--- src/rtl/wb_interconnect.sv ---
// wb_interconnect: single-master Wishbone classic interconnect.
// Decodes each master cycle against NUM_SLAVES base/mask windows (lowest index
// wins on overlap), forwards a registered request to the selected slave and
// returns a registered one-cycle ack/err with read data. Unmapped addresses and
// slaves that stay silent for TIMEOUT_CYCLES produce a bus error plus a fault
// pulse and a sticky fault address.
//
// Ports:
//   clk_in, reset_in           clock (rising edge), async active-low reset
//   m_cyc/m_stb/m_we/m_addr/
//   m_wdata/m_sel              master request
//   m_rdata/m_ack/m_err        master response (one cycle)
//   s_cyc/s_stb                one-hot per-slave cycle/strobe
//   s_we/s_addr/s_wdata/s_sel  request fields broadcast to all slaves
//   s_rdata/s_ack/s_err        packed slave responses
//   fault_pulse/fault_addr     error pulse and address of most recent fault
module wb_interconnect #(
    parameter int unsigned NUM_SLAVES     = 4,
    parameter int unsigned ADDR_WIDTH     = 32,
    parameter int unsigned DATA_WIDTH     = 32,
    parameter logic [NUM_SLAVES*ADDR_WIDTH-1:0] SLAVE_BASE = '0,
    parameter logic [NUM_SLAVES*ADDR_WIDTH-1:0] SLAVE_MASK = '0,
    parameter int unsigned TIMEOUT_CYCLES = 255
) (
    input  logic                             clk_in,
    input  logic                             reset_in,
    input  logic                             m_cyc,
    input  logic                             m_stb,
    input  logic                             m_we,
    input  logic [ADDR_WIDTH-1:0]            m_addr,
    input  logic [DATA_WIDTH-1:0]            m_wdata,
    input  logic [DATA_WIDTH/8-1:0]          m_sel,
    output logic [DATA_WIDTH-1:0]            m_rdata,
    output logic                             m_ack,
    output logic                             m_err,
    output logic [NUM_SLAVES-1:0]            s_cyc,
    output logic [NUM_SLAVES-1:0]            s_stb,
    output logic                             s_we,
    output logic [ADDR_WIDTH-1:0]            s_addr,
    output logic [DATA_WIDTH-1:0]            s_wdata,
    output logic [DATA_WIDTH/8-1:0]          s_sel,
    input  logic [NUM_SLAVES*DATA_WIDTH-1:0] s_rdata,
    input  logic [NUM_SLAVES-1:0]            s_ack,
    input  logic [NUM_SLAVES-1:0]            s_err,
    output logic                             fault_pulse,
    output logic [ADDR_WIDTH-1:0]            fault_addr
);

    localparam int unsigned SEL_WIDTH = DATA_WIDTH / 8;
    localparam int unsigned IDX_WIDTH = (NUM_SLAVES > 1) ? $clog2(NUM_SLAVES) : 1;
    localparam int unsigned TMR_WIDTH = $clog2(TIMEOUT_CYCLES) + 1;

    localparam logic [1:0] IDLE = 2'd0;
    localparam logic [1:0] REQ  = 2'd1;
    localparam logic [1:0] RESP = 2'd2;

    logic [1:0]            state, state_d;
    logic [IDX_WIDTH-1:0]  idx, idx_d;
    logic [TMR_WIDTH-1:0]  timer, timer_d;
    logic [NUM_SLAVES-1:0] strobe_d;
    logic                  we_d;
    logic [ADDR_WIDTH-1:0] addr_d;
    logic [DATA_WIDTH-1:0] wdata_d;
    logic [SEL_WIDTH-1:0]  sel_d;
    logic                  ack_d, err_d, fault_pulse_d;
    logic [DATA_WIDTH-1:0] rdata_d;
    logic [ADDR_WIDTH-1:0] fault_addr_d;

    logic                  dec_hit;
    logic [IDX_WIDTH-1:0]  dec_idx;
    logic                  sel_ack, sel_err;
    logic [DATA_WIDTH-1:0] sel_rdata;

    // Address decode; scanning downward lets the lowest matching index win.
    always_comb begin
        dec_hit = 1'b0;
        dec_idx = '0;
        for (int i = NUM_SLAVES - 1; i >= 0; i--) begin
            if ((m_addr & SLAVE_MASK[i*ADDR_WIDTH +: ADDR_WIDTH]) ==
                SLAVE_BASE[i*ADDR_WIDTH +: ADDR_WIDTH]) begin
                dec_hit = 1'b1;
                dec_idx = IDX_WIDTH'(i);
            end
        end
    end

    // Only the latched slave's response is ever looked at.
    assign sel_ack   = s_ack[idx];
    assign sel_err   = s_err[idx];
    assign sel_rdata = s_rdata[idx*DATA_WIDTH +: DATA_WIDTH];

    // Next-state and next-output logic.
    always_comb begin
        state_d       = state;
        idx_d         = idx;
        timer_d       = timer;
        strobe_d      = s_stb;
        we_d          = s_we;
        addr_d        = s_addr;
        wdata_d       = s_wdata;
        sel_d         = s_sel;
        ack_d         = 1'b0;
        err_d         = 1'b0;
        rdata_d       = m_rdata;
        fault_pulse_d = 1'b0;
        fault_addr_d  = fault_addr;

        case (state)
            IDLE: begin
                if (m_cyc && m_stb) begin
                    if (dec_hit) begin
                        state_d  = REQ;
                        idx_d    = dec_idx;
                        timer_d  = '0;
                        strobe_d = NUM_SLAVES'(1) << dec_idx;
                        we_d     = m_we;
                        addr_d   = m_addr;
                        wdata_d  = m_wdata;
                        sel_d    = m_sel;
                    end else begin
                        state_d       = RESP;
                        err_d         = 1'b1;
                        rdata_d       = '0;
                        fault_pulse_d = 1'b1;
                        fault_addr_d  = m_addr;
                    end
                end
            end

            REQ: begin
                if (!m_cyc) begin
                    // Master withdrew: release the slave, no response.
                    state_d  = IDLE;
                    strobe_d = '0;
                end else if (sel_ack) begin
                    state_d  = RESP;
                    strobe_d = '0;
                    ack_d    = 1'b1;
                    rdata_d  = s_we ? '0 : sel_rdata;
                end else if (sel_err) begin
                    state_d  = RESP;
                    strobe_d = '0;
                    err_d    = 1'b1;
                    rdata_d  = '0;
                end else if (timer == TMR_WIDTH'(TIMEOUT_CYCLES - 1)) begin
                    state_d       = RESP;
                    strobe_d      = '0;
                    err_d         = 1'b1;
                    rdata_d       = '0;
                    fault_pulse_d = 1'b1;
                    fault_addr_d  = s_addr;
                end else begin
                    timer_d = timer + TMR_WIDTH'(1);
                end
            end

            RESP: begin
                state_d = IDLE;
            end

            default: begin
                state_d  = IDLE;
                strobe_d = '0;
            end
        endcase
    end

    // State and output registers.
    always_ff @(posedge clk_in or negedge reset_in) begin
        if (!reset_in) begin
            state       <= IDLE;
            idx         <= '0;
            timer       <= '0;
            s_cyc       <= '0;
            s_stb       <= '0;
            s_we        <= 1'b0;
            s_addr      <= '0;
            s_wdata     <= '0;
            s_sel       <= '0;
            m_ack       <= 1'b0;
            m_err       <= 1'b0;
            m_rdata     <= '0;
            fault_pulse <= 1'b0;
            fault_addr  <= '0;
        end else begin
            state       <= state_d;
            idx         <= idx_d;
            timer       <= timer_d;
            s_cyc       <= strobe_d;
            s_stb       <= strobe_d;
            s_we        <= we_d;
            s_addr      <= addr_d;
            s_wdata     <= wdata_d;
            s_sel       <= sel_d;
            m_ack       <= ack_d;
            m_err       <= err_d;
            m_rdata     <= rdata_d;
            fault_pulse <= fault_pulse_d;
            fault_addr  <= fault_addr_d;
        end
    end

endmodule
--- config.mk ---
export PLATFORM = sky130hd
export DESIGN_NAME = wb_interconnect
export DESIGN_NICKNAME = d
export VERILOG_FILES = /design/src/rtl/wb_interconnect.sv
export SDC_FILE = /design/constraint.sdc
export NUM_CORES = 1
export LEC_CHECK = 0
export CAP_MARGIN = 25
export CORE_AREA = 2 2 135 137
export CTS_CLUSTER_SIZE = 14
export DETAILED_ROUTE_END_ITERATION = 8
export DIE_AREA = 0 0 137 139
export PLACE_DENSITY_LB_ADDON = 0.15
export SYNTH_ARGS = -nofsm -noshare
export SYNTH_HDL_FRONTEND = slang
export SYNTH_SLANG_ARGS = --single-unit
--- constraint.sdc ---
create_clock -name clk_in -period 4.3 [get_ports clk_in]
set_clock_uncertainty 0.15 [all_clocks]
set_input_delay 1.075 -clock clk_in [delete_from_list [all_inputs] [get_ports clk_in]]
set_output_delay 1.075 -clock clk_in [all_outputs]
set_load 0.005 [all_outputs]
Figure 1. The metal 1 layer.
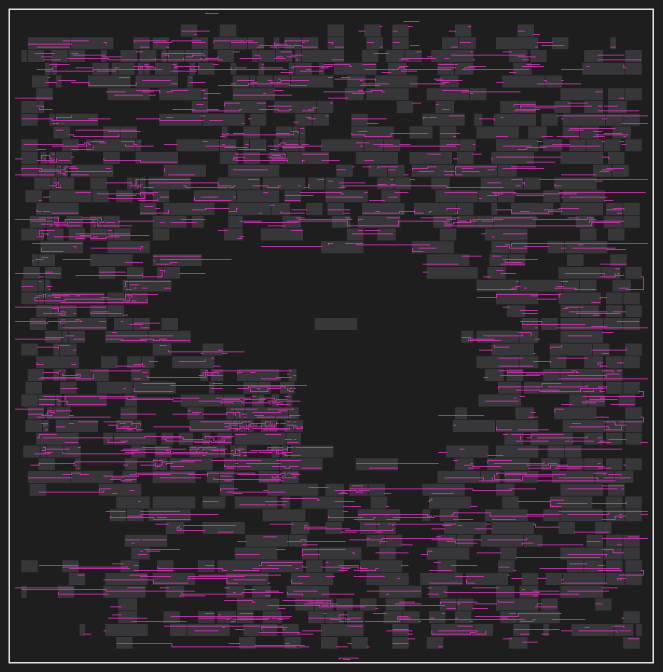
The wires run mostly horizontal. The layer carries 5,930 um of wire. The layer holds 41% of the routed length.
met1 usage: 18.8%
total via count after detailed routing: 4,151

Figure 2. Met2 routing.
The bar under the picture is 50 um long.
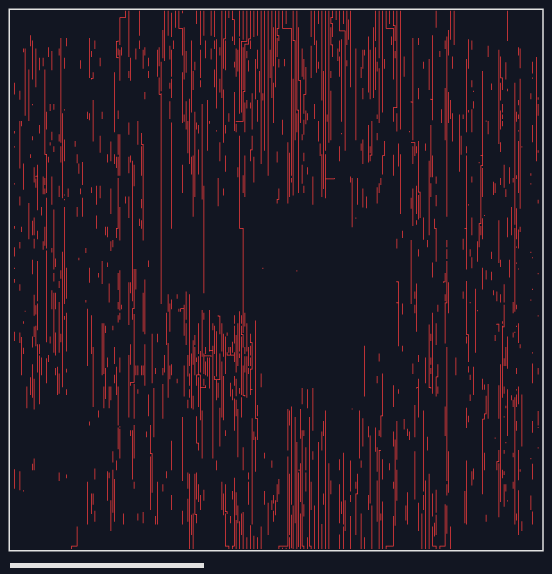
The wires run mostly vertical. The layer holds 47% of the routed length. 700 nets have wire on it. The longest straight run is 54.1 um.
sum of routed wire length over all layers: 14,500 um
met2 Resource Use GR: 24.9%

Figure 3. Metal 3.
The bar under the picture is 50 um long.
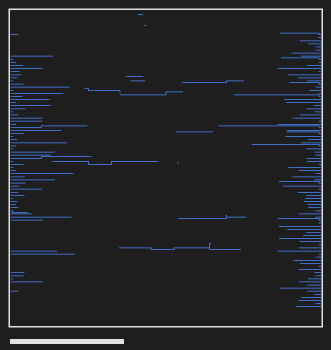
The longest straight run is 44.2 um. 154 nets have wire on it. The layer carries 1,630 um of wire.

Figure 4. The metal 4 layer.
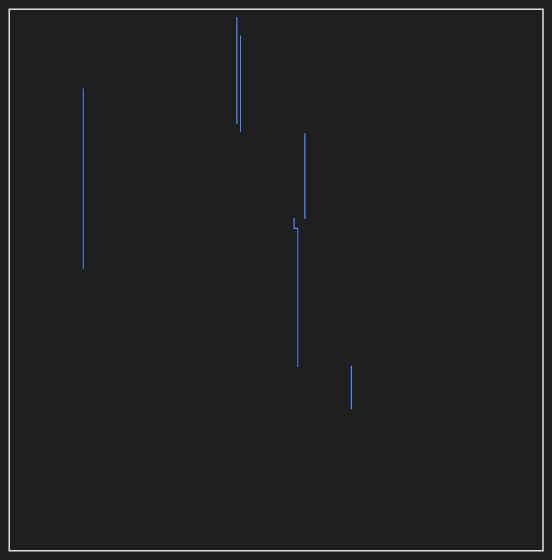
The layer holds 1.2% of the routed length. The wires run mostly vertical. The longest straight run is 46.2 um. 4 nets have wire on it. The layer carries 170 um of wire.

==> summary.txt <==
Implementation summary

The most critical hold endpoint after final layout shows a slack of 0.352 ns. The tool flagged a number of max-cap violations equal to 0. The number of warnings the tools reported is 129. The first element of the critical path is s_ack[0].

The area enclosed by the die boundary is between 15,000 and 20,000 um^2. From the final report, the count of setup violators was given as 0. The synthesized design spends more area on one cell type than any other, namely sky130_fd_sc_hd__dfrtp_1. The setup TNS is 0 ns.

The part of the Yosys area used for sequential elements is 62.0%. The die is around 140 um tall. The worst setup path is captured at a flop.

The worst path arrival time is 2.99 ns. The worst path in the final design needs a cycle of 2.83 ns, including I/O delays and setup. The timing endpoint of the critical path is timer[7]. Yosys mapped a number of flops with a built-in enable equal to 0. TritonCTS built the clock tree. The count of final hold-check violations is 0.

Counting the fill cells in the layout gives about 1.5k. The end point of the worst hold path is fault_addr[15]. The worst reg2reg path startpoint is timer[0]. The number of antenna violations at the first check in global routing was 0. The net count of the finished layout is 887. The flow ran to the end, and the final reports show no timing, DRC or antenna violations.
-- per-layer routing --
layer | GRT usage, % | vias to the layer above | share of wire [%]
met3 | 7.35 | 14 | 11
met1 | 18.8 | 2033 | 41
met5 | 0 | - | 0
met4 | 4.50 | 0 | 1.2
li1 | - | 1936 | -
met2 | 24.9 | 168 | 47
-- flip-flops by register name (all words and copies together), names as in the netlist --
name and count:
fault_pulse 1, s_we 1, s_sel 4, s_wdata 32, m_ack 1, s_addr 32, m_err 1, m_rdata 32
fault_addr 32, state 2, s_stb 1, timer 9
-- cells in the final DEF (no fill, tap or decap), types with 2 or more instances in the layout --
cell                                n
sky130_fd_sc_hd__clkdlybuf4s50_1  243
sky130_fd_sc_hd__dfrtp_1          148
sky130_fd_sc_hd__mux2_2           101
sky130_fd_sc_hd__inv_1             37
sky130_fd_sc_hd__nand2_1           34
sky130_fd_sc_hd__mux2i_1           33
sky130_fd_sc_hd__clkbuf_16         17
sky130_fd_sc_hd__conb_1             6
sky130_fd_sc_hd__bufinv_16          5
sky130_fd_sc_hd__buf_4              5
sky130_fd_sc_hd__nor2_1             4
sky130_fd_sc_hd__nand3_1            4
sky130_fd_sc_hd__o21ai_0            3
sky130_fd_sc_hd__nor3_1             3
sky130_fd_sc_hd__and3_1             3
sky130_fd_sc_hd__a211o_1            3
sky130_fd_sc_hd__clkbuf_8           3
sky130_fd_sc_hd__nand3b_1           2
sky130_fd_sc_hd__a21oi_1            2
sky130_fd_sc_hd__nor3b_1            2
sky130_fd_sc_hd__ha_1               2
sky130_fd_sc_hd__clkinv_2           2
sky130_fd_sc_hd__buf_12             2
-- metrics by stage --
step	cells	util [%]	cell area [um^2]	power, uW	worst slack, ns
2_1_floorplan	433	-	5990	2050	1.78
3_3_place_gp	886	48.9	8640	2680	1.08
3_5_place_dp	886	48.9	8640	2700	1.03
4_1_cts	916	52.6	9280	4350	1.48
5_1_grt	916	52.6	9280	4530	1.36
6_report	916	52.6	9280	4280	1.47
-- worst max-delay path: cells and delay by family --
family / cells / cell delay [ns]
AND-OR/OR-AND: 2 / 0.46
AND/OR/NAND/NOR: 2 / 0.95
buffers and inverters: 1 / 0.51
-- area by class of cell --
type,count,share of cell area (%)
Sequential cell,148,39.9
Timing Repair Buffer,251,27.2
Multi-Input combinational cell,221,21.4
Clock buffer,21,5.07
Tap cell,229,3.09
Clock inverter,9,1.90
Inverter,37,1.50
-- power by group through the flow --
stage / clock, uW / combinational (uW) / sequential (uW)
after floorplan: 0 / 264 / 1780
after global placement: 0 / 919 / 1770
after detailed placement: 0 / 929 / 1780
after CTS: 1660 / 931 / 1760
after global routing: 1740 / 998 / 1790
final: 1610 / 911 / 1750
-- logic make-up after synthesis --
| group | synth area share, % |
|---|---|
| buffers and inverters | 5.36 |
| multiplexers | 24.6 |
| other | 0.0628 |
| AND/OR/NAND/NOR | 5.45 |
| adder cells (fa/ha/maj) | 0.419 |
| flip-flops | 62.0 |
| XOR/XNOR | 0.147 |
| AND-OR/OR-AND | 1.99 |
No activity file was given, so power comes from the tool's default toggle rates.
